run_1/met3.png
Cells faint in the background.
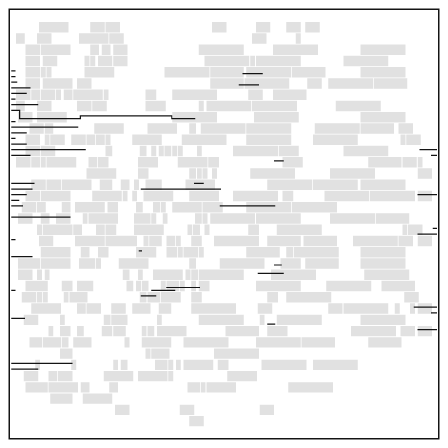
run_1/zoom.png
Region (32, 32) to (72, 72) um. Cells in grey, sequential cells in the stronger grey; small squares are vias.
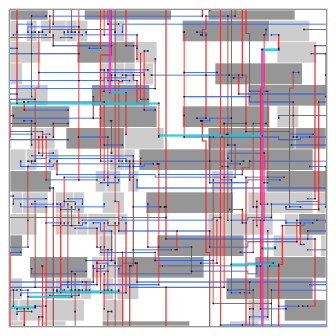
run_1/final_clocks.png
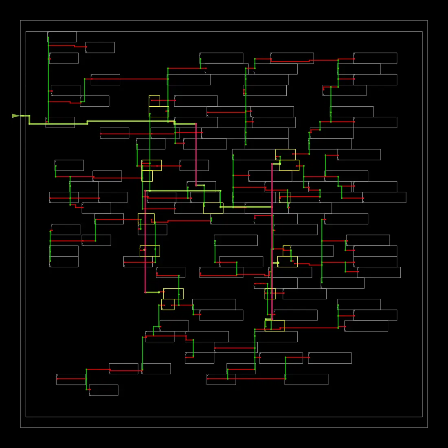
run_1/clock_map.png
Scale bar: 20 um.
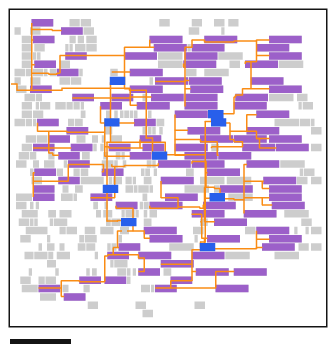
$ cat src/rtl/tty_kbd_port.sv
// tty_kbd_port: CPU IO-bus peripheral with two devices.
//   - TTY output FIFO (address TTY_ADDR): OUT data writes push a byte; the
//     display consumes the head with ack_pulse.
//   - Keyboard input latch (address KBD_ADDR): key_pulse latches sw; an IN
//     data cycle returns the byte on bus_out and clears kbd_full when io_e falls.
// Ports:
//   CLK, reset            board clock, synchronous active-high reset
//   io_s, io_e            CPU strobes (asynchronous, synchronized here)
//   io_da, io_io          1=address/0=data phase, 1=OUT/0=IN
//   bus_in, bus_out       CPU bus in, value ORed onto the CPU bus (0 when idle)
//   sw, key_pulse         keyboard data source and its latch pulse
//   ack_pulse             display consumed FIFO head
//   tty_byte, tty_valid   FIFO head byte (0 when empty), FIFO non-empty
//   tty_level             FIFO occupancy 0..DEPTH
//   overflow              sticky: an OUT to the TTY was dropped
//   kbd_full              keyboard latch holds an unread byte
module tty_kbd_port #(
    parameter logic [7:0] TTY_ADDR = 8'h00,
    parameter logic [7:0] KBD_ADDR = 8'h01,
    parameter int         DEPTH    = 8
) (
    input  logic       CLK,
    input  logic       reset,
    input  logic       io_s,
    input  logic       io_e,
    input  logic       io_da,
    input  logic       io_io,
    input  logic [7:0] bus_in,
    output logic [7:0] bus_out,
    input  logic [7:0] sw,
    input  logic       key_pulse,
    input  logic       ack_pulse,
    output logic [7:0] tty_byte,
    output logic       tty_valid,
    output logic [4:0] tty_level,
    output logic       overflow,
    output logic       kbd_full
);

    localparam int         PW       = (DEPTH > 1) ? $clog2(DEPTH) : 1;
    localparam logic [4:0] LVL_FULL = 5'(DEPTH);

    // Strobe synchronizers: meta -> sync, plus one delayed copy for edges.
    logic s_meta_q, s_sync_q, s_prev_q;
    logic e_meta_q, e_sync_q, e_prev_q;

    logic [7:0]    dev_sel_q, dev_sel_d;
    logic [PW-1:0] wr_ptr_q, wr_ptr_d;
    logic [PW-1:0] rd_ptr_q, rd_ptr_d;
    logic [4:0]    level_q, level_d;
    logic          ovf_q, ovf_d;
    logic [7:0]    kbd_data_q, kbd_data_d;
    logic          kbd_full_q, kbd_full_d;
    logic [7:0]    mem_q [DEPTH];

    logic s_rise, e_fall;
    logic push, pop, full, wr_en, drop, kbd_rd_done, kbd_drive;

    always_ff @(posedge CLK) begin
        if (reset) begin
            s_meta_q <= 1'b0;
            s_sync_q <= 1'b0;
            s_prev_q <= 1'b0;
            e_meta_q <= 1'b0;
            e_sync_q <= 1'b0;
            e_prev_q <= 1'b0;
        end else begin
            s_meta_q <= io_s;
            s_sync_q <= s_meta_q;
            s_prev_q <= s_sync_q;
            e_meta_q <= io_e;
            e_sync_q <= e_meta_q;
            e_prev_q <= e_sync_q;
        end
    end

    assign s_rise = s_sync_q & ~s_prev_q;
    assign e_fall = ~e_sync_q & e_prev_q;

    assign full  = (level_q == LVL_FULL);
    assign push  = s_rise & ~io_da & io_io & (dev_sel_q == TTY_ADDR);
    assign pop   = ack_pulse & (level_q != 5'd0);
    // A push into a full FIFO still lands when the head is popped in the
    // same cycle: the freed slot is exactly the one the write pointer hits.
    assign wr_en = push & (~full | pop);
    assign drop  = push & full & ~pop;

    assign kbd_rd_done = e_fall & ~io_da & ~io_io & (dev_sel_q == KBD_ADDR);

    always_comb begin
        dev_sel_d  = dev_sel_q;
        wr_ptr_d   = wr_ptr_q;
        rd_ptr_d   = rd_ptr_q;
        level_d    = level_q;
        ovf_d      = ovf_q | drop;
        kbd_data_d = kbd_data_q;
        kbd_full_d = kbd_full_q;

        if (s_rise && io_da && io_io)
            dev_sel_d = bus_in;

        if (wr_en)
            wr_ptr_d = wr_ptr_q + PW'(1);
        if (pop)
            rd_ptr_d = rd_ptr_q + PW'(1);

        case ({wr_en, pop})
            2'b10:   level_d = level_q + 5'd1;
            2'b01:   level_d = level_q - 5'd1;
            default: level_d = level_q;
        endcase

        // A new key arriving as the CPU finishes its read keeps the latch full.
        if (key_pulse) begin
            kbd_data_d = sw;
            kbd_full_d = 1'b1;
        end else if (kbd_rd_done) begin
            kbd_full_d = 1'b0;
        end
    end

    always_ff @(posedge CLK) begin
        if (reset) begin
            dev_sel_q  <= 8'h00;
            wr_ptr_q   <= '0;
            rd_ptr_q   <= '0;
            level_q    <= 5'd0;
            ovf_q      <= 1'b0;
            kbd_data_q <= 8'h00;
            kbd_full_q <= 1'b0;
        end else begin
            dev_sel_q  <= dev_sel_d;
            wr_ptr_q   <= wr_ptr_d;
            rd_ptr_q   <= rd_ptr_d;
            level_q    <= level_d;
            ovf_q      <= ovf_d;
            kbd_data_q <= kbd_data_d;
            kbd_full_q <= kbd_full_d;
        end
    end

    // FIFO storage holds data only; occupancy lives in the control registers.
    always_ff @(posedge CLK) begin
        if (wr_en && !reset)
            mem_q[wr_ptr_q] <= bus_in;
    end

    // Outputs are forced low while reset is held, not just after its edge.
    assign kbd_drive = ~reset & e_sync_q & ~io_da & ~io_io &
                       (dev_sel_q == KBD_ADDR) & kbd_full_q;
    assign bus_out   = kbd_drive ? kbd_data_q : 8'h00;
    assign tty_valid = ~reset & (level_q != 5'd0);
    assign tty_level = reset ? 5'd0 : level_q;
    assign tty_byte  = tty_valid ? mem_q[rd_ptr_q] : 8'h00;
    assign overflow  = ~reset & ovf_q;
    assign kbd_full  = ~reset & kbd_full_q;

endmodule

$ cat config.mk
export PLATFORM = sky130hd
export DESIGN_NAME = tty_kbd_port
export DESIGN_NICKNAME = d
export VERILOG_FILES = /design/src/rtl/tty_kbd_port.sv
export SDC_FILE = /design/constraint.sdc
export NUM_CORES = 1
export LEC_CHECK = 0
export CAP_MARGIN = 20
export CORE_MARGIN = 1
export CORE_UTILIZATION = 40
export CTS_BUF_LIST = sky130_fd_sc_hd__clkbuf_4 sky130_fd_sc_hd__clkbuf_8 sky130_fd_sc_hd__clkbuf_16
export DETAILED_ROUTE_END_ITERATION = 10
export SLEW_MARGIN = 10
export SYNTH_ARGS = -nofsm -noshare
export SYNTH_HDL_FRONTEND = slang
export SYNTH_SLANG_ARGS = --single-unit
$ cat constraint.sdc
create_clock -name CLK -period 6.76 [get_ports CLK]
set_input_delay 1.352 -clock CLK [delete_from_list [all_inputs] [get_ports CLK]]
set_output_delay 1.352 -clock CLK [all_outputs]
set_load 0.05 [all_outputs]
==> flow_metrics.tcl, run 1 <==
# yosys + openroad results
set metrics [dict create \
    n_fill_cell 866 \
    rr_endpoint "level_q[4]$_SDFFE_PP0P_" \
    power_mw 1.434 \
    ys_area_sq_mm 0.004118 \
    required_ns 5.41 \
    biggestCellCategory "sequential cells" \
    clock_area_frac 0.03627 \
    min_to "s_sync_q$_SDFF_PP0_" \
    setup_tns_ns 0 \
    ys_sh_mux 0.1462 \
    end_kind "output pin" \
    cts_tree "yes" \
    postRouteAntennaNets 0 \
    path_clk_slew_ns 0.09 \
    fp.dieH_um 103.5 \
    fin_crit_ns 5.322 \
    hpwlAfterDp_um 5036 \
    critPathArrivalTime_ns 3.97 \
    slew_headroom 0.2998 \
    seq_share 0.5437 \
    flop-count 102 \
    yosysSeqAreaShare 0.6515 \
    io_buffers 47 \
    synthTopLogicFamily "multiplexers" \
    yosys.area_share.aoi 0.02552 \
    first_pass_iters 4 \
    synth.most_common_cell "edfxtp_1" \
    slowest_stage "clkdlybuf4s50_1" \
    adder_share 0.02005 \
    crit_cells 6 \
    flop_cell "edfxtp_1" \
    fin_area_sq_mm 0.004933 \
    viasPerCell 4.919 \
    drive_above_1_share 0.1441 \
    final_cell_mix "edfxtp_1, clkdlybuf4s50_1, dfxtp_1" \
    cp_slowest_stage_delay_ns 0.80 \
    inverters 7 \
    grt_remaining_overflow 0 \
    cp-startpoint "io_da" \
    synth_cell_type_count 37 \
    path_delay_family "simple AND/OR/NAND/NOR gates" \
    hold_path.class "reg2reg" \
    drt_iter0_drc 71 \
    cp.buffers_inverters 2 \
    cts-resized-gates 0 \
    synthesis.area_sq_mm 0.004118 \
    tap_cells 133 \
    antenna_cells 0 \
    synthTopCellsByArea "edfxtp_1, dfxtp_1, mux4_2, mux2i_1, nor2_1" \
    maxSlewViolCount 0 \
    cpMostUsedCell "clkdlybuf4s50_1" \
    dieArea_sq_mm 0.01070 \
    rows 36 \
    crit_end "bus_out[1]" \
    finalClockPeriodUsage 0.7873 \
    htreeDepth 3 \
    max_freq_mhz 187.9 \
    hold_viol_final 0 \
    place.gp.congestion 0.7503 \
    clkbuf_count 10 \
    simple_gate_share 0.1255 \
    buffer_area_frac 0.1045 \
    n_all_buffers 53 \
    crit_type "in2out" \
    synthCells 291 \
    fp.coreArea_sq_mm 0.009864 \
    lay_top_count "edfxtp_1" \
    top_cell_area_share 0.4667 \
    place_area_sq_mm 0.004755 \
    logic_gates 169 \
    maxCapViolCount 0 \
    rsz0062_at_grt "false" \
    hold_path_startpoint "s_meta_q$_SDFF_PP0_" \
    grt_max_degree 32 \
    post-cts-setup-buffer-count 0 \
    setup_violations 0 \
    synthXorXnorAreaFrac 0.01276 \
    whs_path_depth 1 \
    largest_area_cell "edfxtp_1" \
    grt_pass1_vias 2362 \
    chipWidth_um 103.5 \
    cts_root_buffer "clkbuf_8" \
    p_per_area_mw_per_mm2 290.6 \
    antenna_found_initial 0 \
    ff2ff_path_depth 9 \
    cts_buffer_depth 2 \
    status "finished, final reports clean" \
    grt_pass1_wl_um 12080 \
    route.detailed.drc 0 \
    hold_buffers 0 \
    async_flop_share 0 \
    gr-usage-all-layers 0.1553 \
    yosysCellCount 291 \
    combAreaFraction 0.2764 \
    area_growth_syn_to_layout_pct 19.81 \
    numSynthFlops 102 \
    logic_area_sq_mm 0.001364 \
    common_cells "edfxtp_1, dfxtp_1, nor2_1" \
    start_kind "primary input" \
    worstMarginPinSlew_ns 1.048 \
    synthesis.nets 321 \
    edf_count 64 \
    boundaryPins 48 \
    seq_area_sq_mm 0.002683 \
    cts.sinks 102 \
    p_leak_nw 1.693 \
    syn_area_per_cell_sq_um 14.15 \
    tool_warnings 26 \
    final_nets 372 \
    initCoreUtil 0.4174 \
    path_max_fanout 8 \
    ir_drop_uv 164.0 \
    timing.rr.start "dev_sel_q[7]$_SDFFE_PP0P_" \
    crit_chain "clkdlybuf4s50_1 > or4_4 > nor4b_1 > and3_1 > and2_1 > clkdlybuf4s50_1" \
]
About met3.png:
longest straight run: 22.1 um
main direction: horizontal
share of all routed wire: 3.6%
wire length on this layer: 270 um
WL final: 7559 um
via count: 2361
GR Util met3: 0.02957

About zoom.png:
[met4] magenta
[met1] blue
[met2] red
[met3] cyan
sequential cells in the window: 20
netlist names of flops here include: mem_q (13), dev_sel_q (5), wr_ptr_q (2)
cells with their middle in the window: 77
most frequent: nand2_1 (16), edfxtp_1 (13)

About final_clocks.png:
cts bufs inserted: 9
worst clock skew: 0.009820 ns

About clock_map.png:
[cells driving clock nets] blue | count: 9
[flip-flops] purple | count: 102
[clock wires] orange | length: 1060 um
routed clock nets: 10
flops lie: all over the die
power share of the clock group: 0.241
Clock Latency Late Sink: 0.35 ns
Clk power: 0.346 mW

-- run 1: worst register-to-register path: cells and delay by family, from the launching register on --
family,cells,cell delay (ns)
fa+ha+maj,1,0.32
compound gates,2,0.35
mux,2,0.56
flops,1,0.32
buf+inv,1,0.08
simple gates,3,1.29
-- run 1: sequential cells by signal, summed over array words and instances, names as in the netlist, named ones only --
| register | cells |
|---|---|
| level_q | 5 |
| s_prev_q | 1 |
| e_meta_q | 1 |
| e_prev_q | 1 |
| rd_ptr_q | 3 |
| s_meta_q | 1 |
| ovf_q | 1 |
| mem_q | 64 |
| kbd_data_q | 8 |
| kbd_full_q | 1 |
| dev_sel_q | 8 |
| s_sync_q | 1 |
| e_sync_q | 1 |
| wr_ptr_q | 3 |
-- run 1: metal layers --
| metal | vias up | wire length [um] | share of wire | global-route usage |
|---|---|---|---|---|
| met5 | - | 0 | 0 | 0 |
| met4 | 0 | 80 | 0.011 | 0.05200 |
| met3 | 9 | 269 | 0.036 | 0.02957 |
| met2 | 53 | 3551 | 0.47 | 0.2471 |
| met1 | 1145 | 3657 | 0.48 | 0.2147 |
| li1 | 1154 | - | - | - |
-- run 1: stage by stage --
stage	hold slack [ns]	cells	setup WS (ns)	utilization
finish	0.4452	480	1.438	0.5001
global route	0.4661	480	1.269	0.5001
CTS	0.4513	480	1.412	0.5001
detailed placement	0.4311	464	1.412	0.4820
global placement	0.4184	464	1.503	0.4820
floorplan	0.4138	291	2.583	-
-- run 1: report_power, final --
group | switching, mW | total, mW | internal (mW)
Sequential | 0.0173 | 0.698 | 0.681
Combinational | 0.217 | 0.390 | 0.173
Clock | 0.206 | 0.346 | 0.141
run_1/wire_density.png
Scale bar: 20 um. The die is cut into 21 by 21 equal tiles; white is low, dark blue is high, scaled to the fullest tile. Values are wire area over tile area, all layers added.
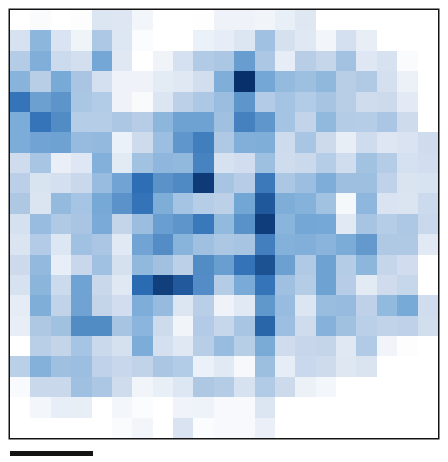

==> run 2: changes to the inputs <==
==> constraint.sdc (replaced) <==
create_clock -name CLK -period 4.7 [get_ports CLK]
set_input_delay 0.94 -clock CLK [delete_from_list [all_inputs] [get_ports CLK]]
set_output_delay 0.94 -clock CLK [all_outputs]
set_load 0.05 [all_outputs]
run_2/wire_density.png
Scale bar: 20 um. The die is cut into 21 by 21 equal tiles; white is low, dark blue is high, scaled to the fullest tile. Values are wire area over tile area, all layers added.
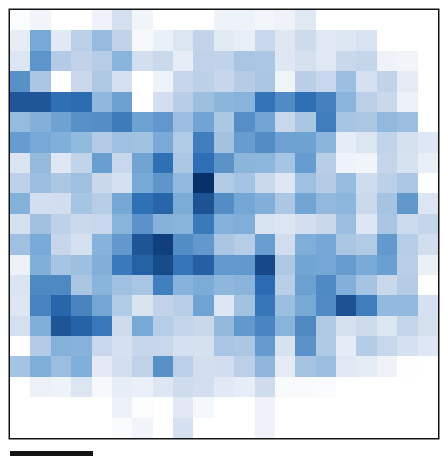
nearly empty tiles: 15%
mean over tiles: 0.11
fullest tile: 0.37
emptiest ninth of the die: bottom right
tiles over half the peak: 21%
densest ninth of the die: middle
via count: 2386
total global routing track utilization: 0.1566
post-DR wirelength/cell: 15.75 um

run_2/met3.png
Cells faint in the background.
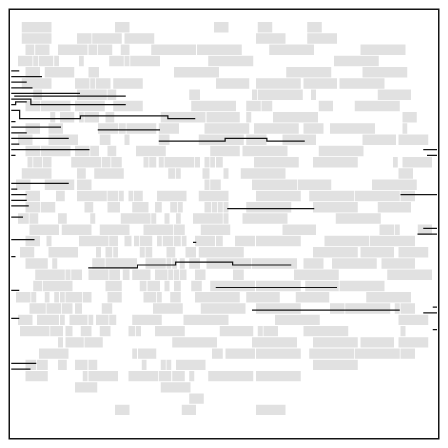
main direction: horizontal
wire length on this layer: 451 um
share of all routed wire: 5.9%
WL final: 7641 um
GR Util met3: 0.05444

==> run 2 against run 1 <==
Net effect: combinational power is 58% higher; via count grew 1.1%; utilization rose by 1.8 points; cell count is 1.0% higher; global-route usage is 0.13 points higher; die area did not move; highest routed layer unchanged; clock skew up 0.0028 ns; sequential power grew 43%.
==> flow_metrics.tcl, run 2 <==
# yosys + openroad results
set metrics [dict create \
    status "finished, final reports clean" \
    largest_area_cell "edfxtp_1" \
    viasPerCell 4.920 \
    critPathArrivalTime_ns 2.98 \
    drive_above_1_share 0.2045 \
    wl_met1_um 3546 \
    end_kind "output pin" \
    worstMarginPinSlew_ns 0.9952 \
    path_clk_slew_ns 0.09 \
    synthesis.area_sq_mm 0.004118 \
    hold_path_startpoint "s_meta_q$_SDFF_PP0_" \
    final_cell_mix "edfxtp_1, dfxtp_1, nor2_1" \
    area_growth_syn_to_layout_pct 24.22 \
    timing.rr.start "dev_sel_q[7]$_SDFFE_PP0P_" \
    whs_path_depth 1 \
    largestRegisters "mem_q (64), dev_sel_q (8), kbd_data_q (8)" \
    synthTopCellsByArea "edfxtp_1, dfxtp_1, mux4_2, mux2i_1, nor2_1" \
    lay_top_count "edfxtp_1" \
    topRoutingLayerUsed "met4" \
    crit_cells 6 \
    fp.dieH_um 103.5 \
    top_register "mem_q" \
    tool_warnings 26 \
    path_delay_family "simple AND/OR/NAND/NOR gates" \
    grt_max_degree 21 \
    common_cells "edfxtp_1, dfxtp_1, nor2_1" \
    drt_iter0_drc 131 \
    grt_pass1_vias 2360 \
    postRouteAntennaNets 0 \
    max_freq_mhz 255.2 \
    slew_headroom 0.3352 \
    crit_chain "clkdlybuf4s50_1 > or4_4 > nor4b_1 > and3_1 > and2_1 > buf_12" \
    fp.coreArea_sq_mm 0.009864 \
    final_nets 378 \
    antenna_found_initial 0 \
    hold_path.class "reg2reg" \
    final_util 0.5185 \
    cts_tree "yes" \
    htreeDepth 3 \
    cts_root_buffer "clkbuf_8" \
    cp_slowest_stage_delay_ns 0.46 \
    p_leak_nw 1.803 \
    clk_latency_ns 0.36 \
    initCoreUtil 0.4174 \
    required_ns 3.76 \
    ys_area_sq_mm 0.004118 \
    top_cell_area_share 0.4667 \
    min_to "s_sync_q$_SDFF_PP0_" \
    boundaryPins 48 \
    crit_type "in2out" \
    finalClockPeriodUsage 0.8338 \
    syn_area_per_cell_sq_um 14.15 \
    grt_pass1_wl_um 12190 \
    cts-resized-gates 0 \
    ff2ff_path_depth 9 \
    r2r_slack_ns 1.72 \
    wl_met2_um 3581 \
    fin_worst_skew_ns 0.01266 \
    cts-buffers-inserted 9 \
    cts.sinks 102 \
    antenna_cells 0 \
    rows 36 \
    yosysSeqAreaShare 0.6515 \
    dieArea_sq_mm 0.01070 \
    synth_cell_type_count 37 \
    synth-warning-count 0 \
    cts_buffer_depth 2 \
    hpwlAfterDp_um 5203 \
    hold_buffers 0 \
    maxSlewViolCount 0 \
    flop_cell "edfxtp_1" \
    cp-startpoint "io_da" \
    async_flop_share 0 \
    synthesis.nets 321 \
    io_buffers 47 \
    edf_count 64 \
    place.gp.congestion 0.7565 \
    numSynthFlops 102 \
    largest_reg_flops 64 \
    grt_remaining_overflow 0 \
    first_pass_iters 4 \
    chipWidth_um 103.5 \
    post-cts-setup-buffer-count 0 \
    fin_crit_ns 3.919 \
    start_kind "primary input" \
    synthCells 291 \
    maxCapViolCount 0 \
    hold_viol_final 0 \
    slowest_stage "or4_4" \
    yosysCellCount 291 \
    dr_wl_met3_um 450 \
    rr_endpoint "level_q[4]$_SDFFE_PP0P_" \
    setup_violations 0 \
    synth.most_common_cell "edfxtp_1" \
    path_max_fanout 8 \
    setup_tns_ns 0 \
    p_per_area_mw_per_mm2 411.2 \
    cp.buffers_inverters 2 \
    ir_drop_uv 227.9 \
    crit_end "bus_out[7]" \
    rsz0062_at_grt "false" \
    route.detailed.drc 0 \
]
==> run 2: cell counts after synthesis <==
No cell type changed its count.
==> run 2: routing by layer <==
layer | up-vias | track usage
met4 | 0 | 0.03250
met5 | - | 0
li1 | 1158 | -
met1 | 1171 | 0.2078
met2 | 53 | 0.2501
met3 | 4 | 0.05444
==> run 2: layout make-up <==
class / count / area (sq um)
Multi-Input combinational cell: 169 / 1359
Fill cell: 855 / 4750
Sequential cell: 102 / 2683
Timing Repair Buffer: 59 / 713.2
Clock inverter: 5 / 36.28
Clock buffer: 10 / 131.4
Tap cell: 133 / 166.4
Inverter: 7 / 26.28
==> run 2: report_power, final <==
part | switching, mW | leakage, nW | total, mW | internal, mW
Combinational | 0.325 | 0.838 | 0.617 | 0.291
Clock | 0.287 | 0.0798 | 0.483 | 0.197
Sequential | 0.0248 | 0.885 | 1.00 | 0.979
==> run 2: logic make-up (layout without fill, tap and decap cells) <==
kind of cell	Yosys count	in the layout	synth area share
xor+xnor	6	6	0.01276
fa+ha+maj	6	6	0.02005
buf+inv	20	81	0.01853
mux	38	38	0.1462
compound gates	19	19	0.02552
simple gates	100	100	0.1255
flops	102	102	0.6515
==> run 2: through the flow <==
stage | power [mW] | worst slack [ns] | instances | cell area (sq um) | hold WS [ns]
2_1_floorplan | 1.436 | 1.337 | 291 | 4118 | 0.4138
3_3_place_gp | 1.646 | 0.8058 | 470 | 4947 | 0.4194
3_5_place_dp | 1.650 | 0.7562 | 470 | 4947 | 0.4260
4_1_cts | 2.133 | 0.7561 | 485 | 5115 | 0.4483
5_1_grt | 2.202 | 0.6204 | 485 | 5115 | 0.4677
6_report | 2.103 | 0.7810 | 485 | 5115 | 0.4400
No activity file was given, so power comes from the tool's default toggle rates.
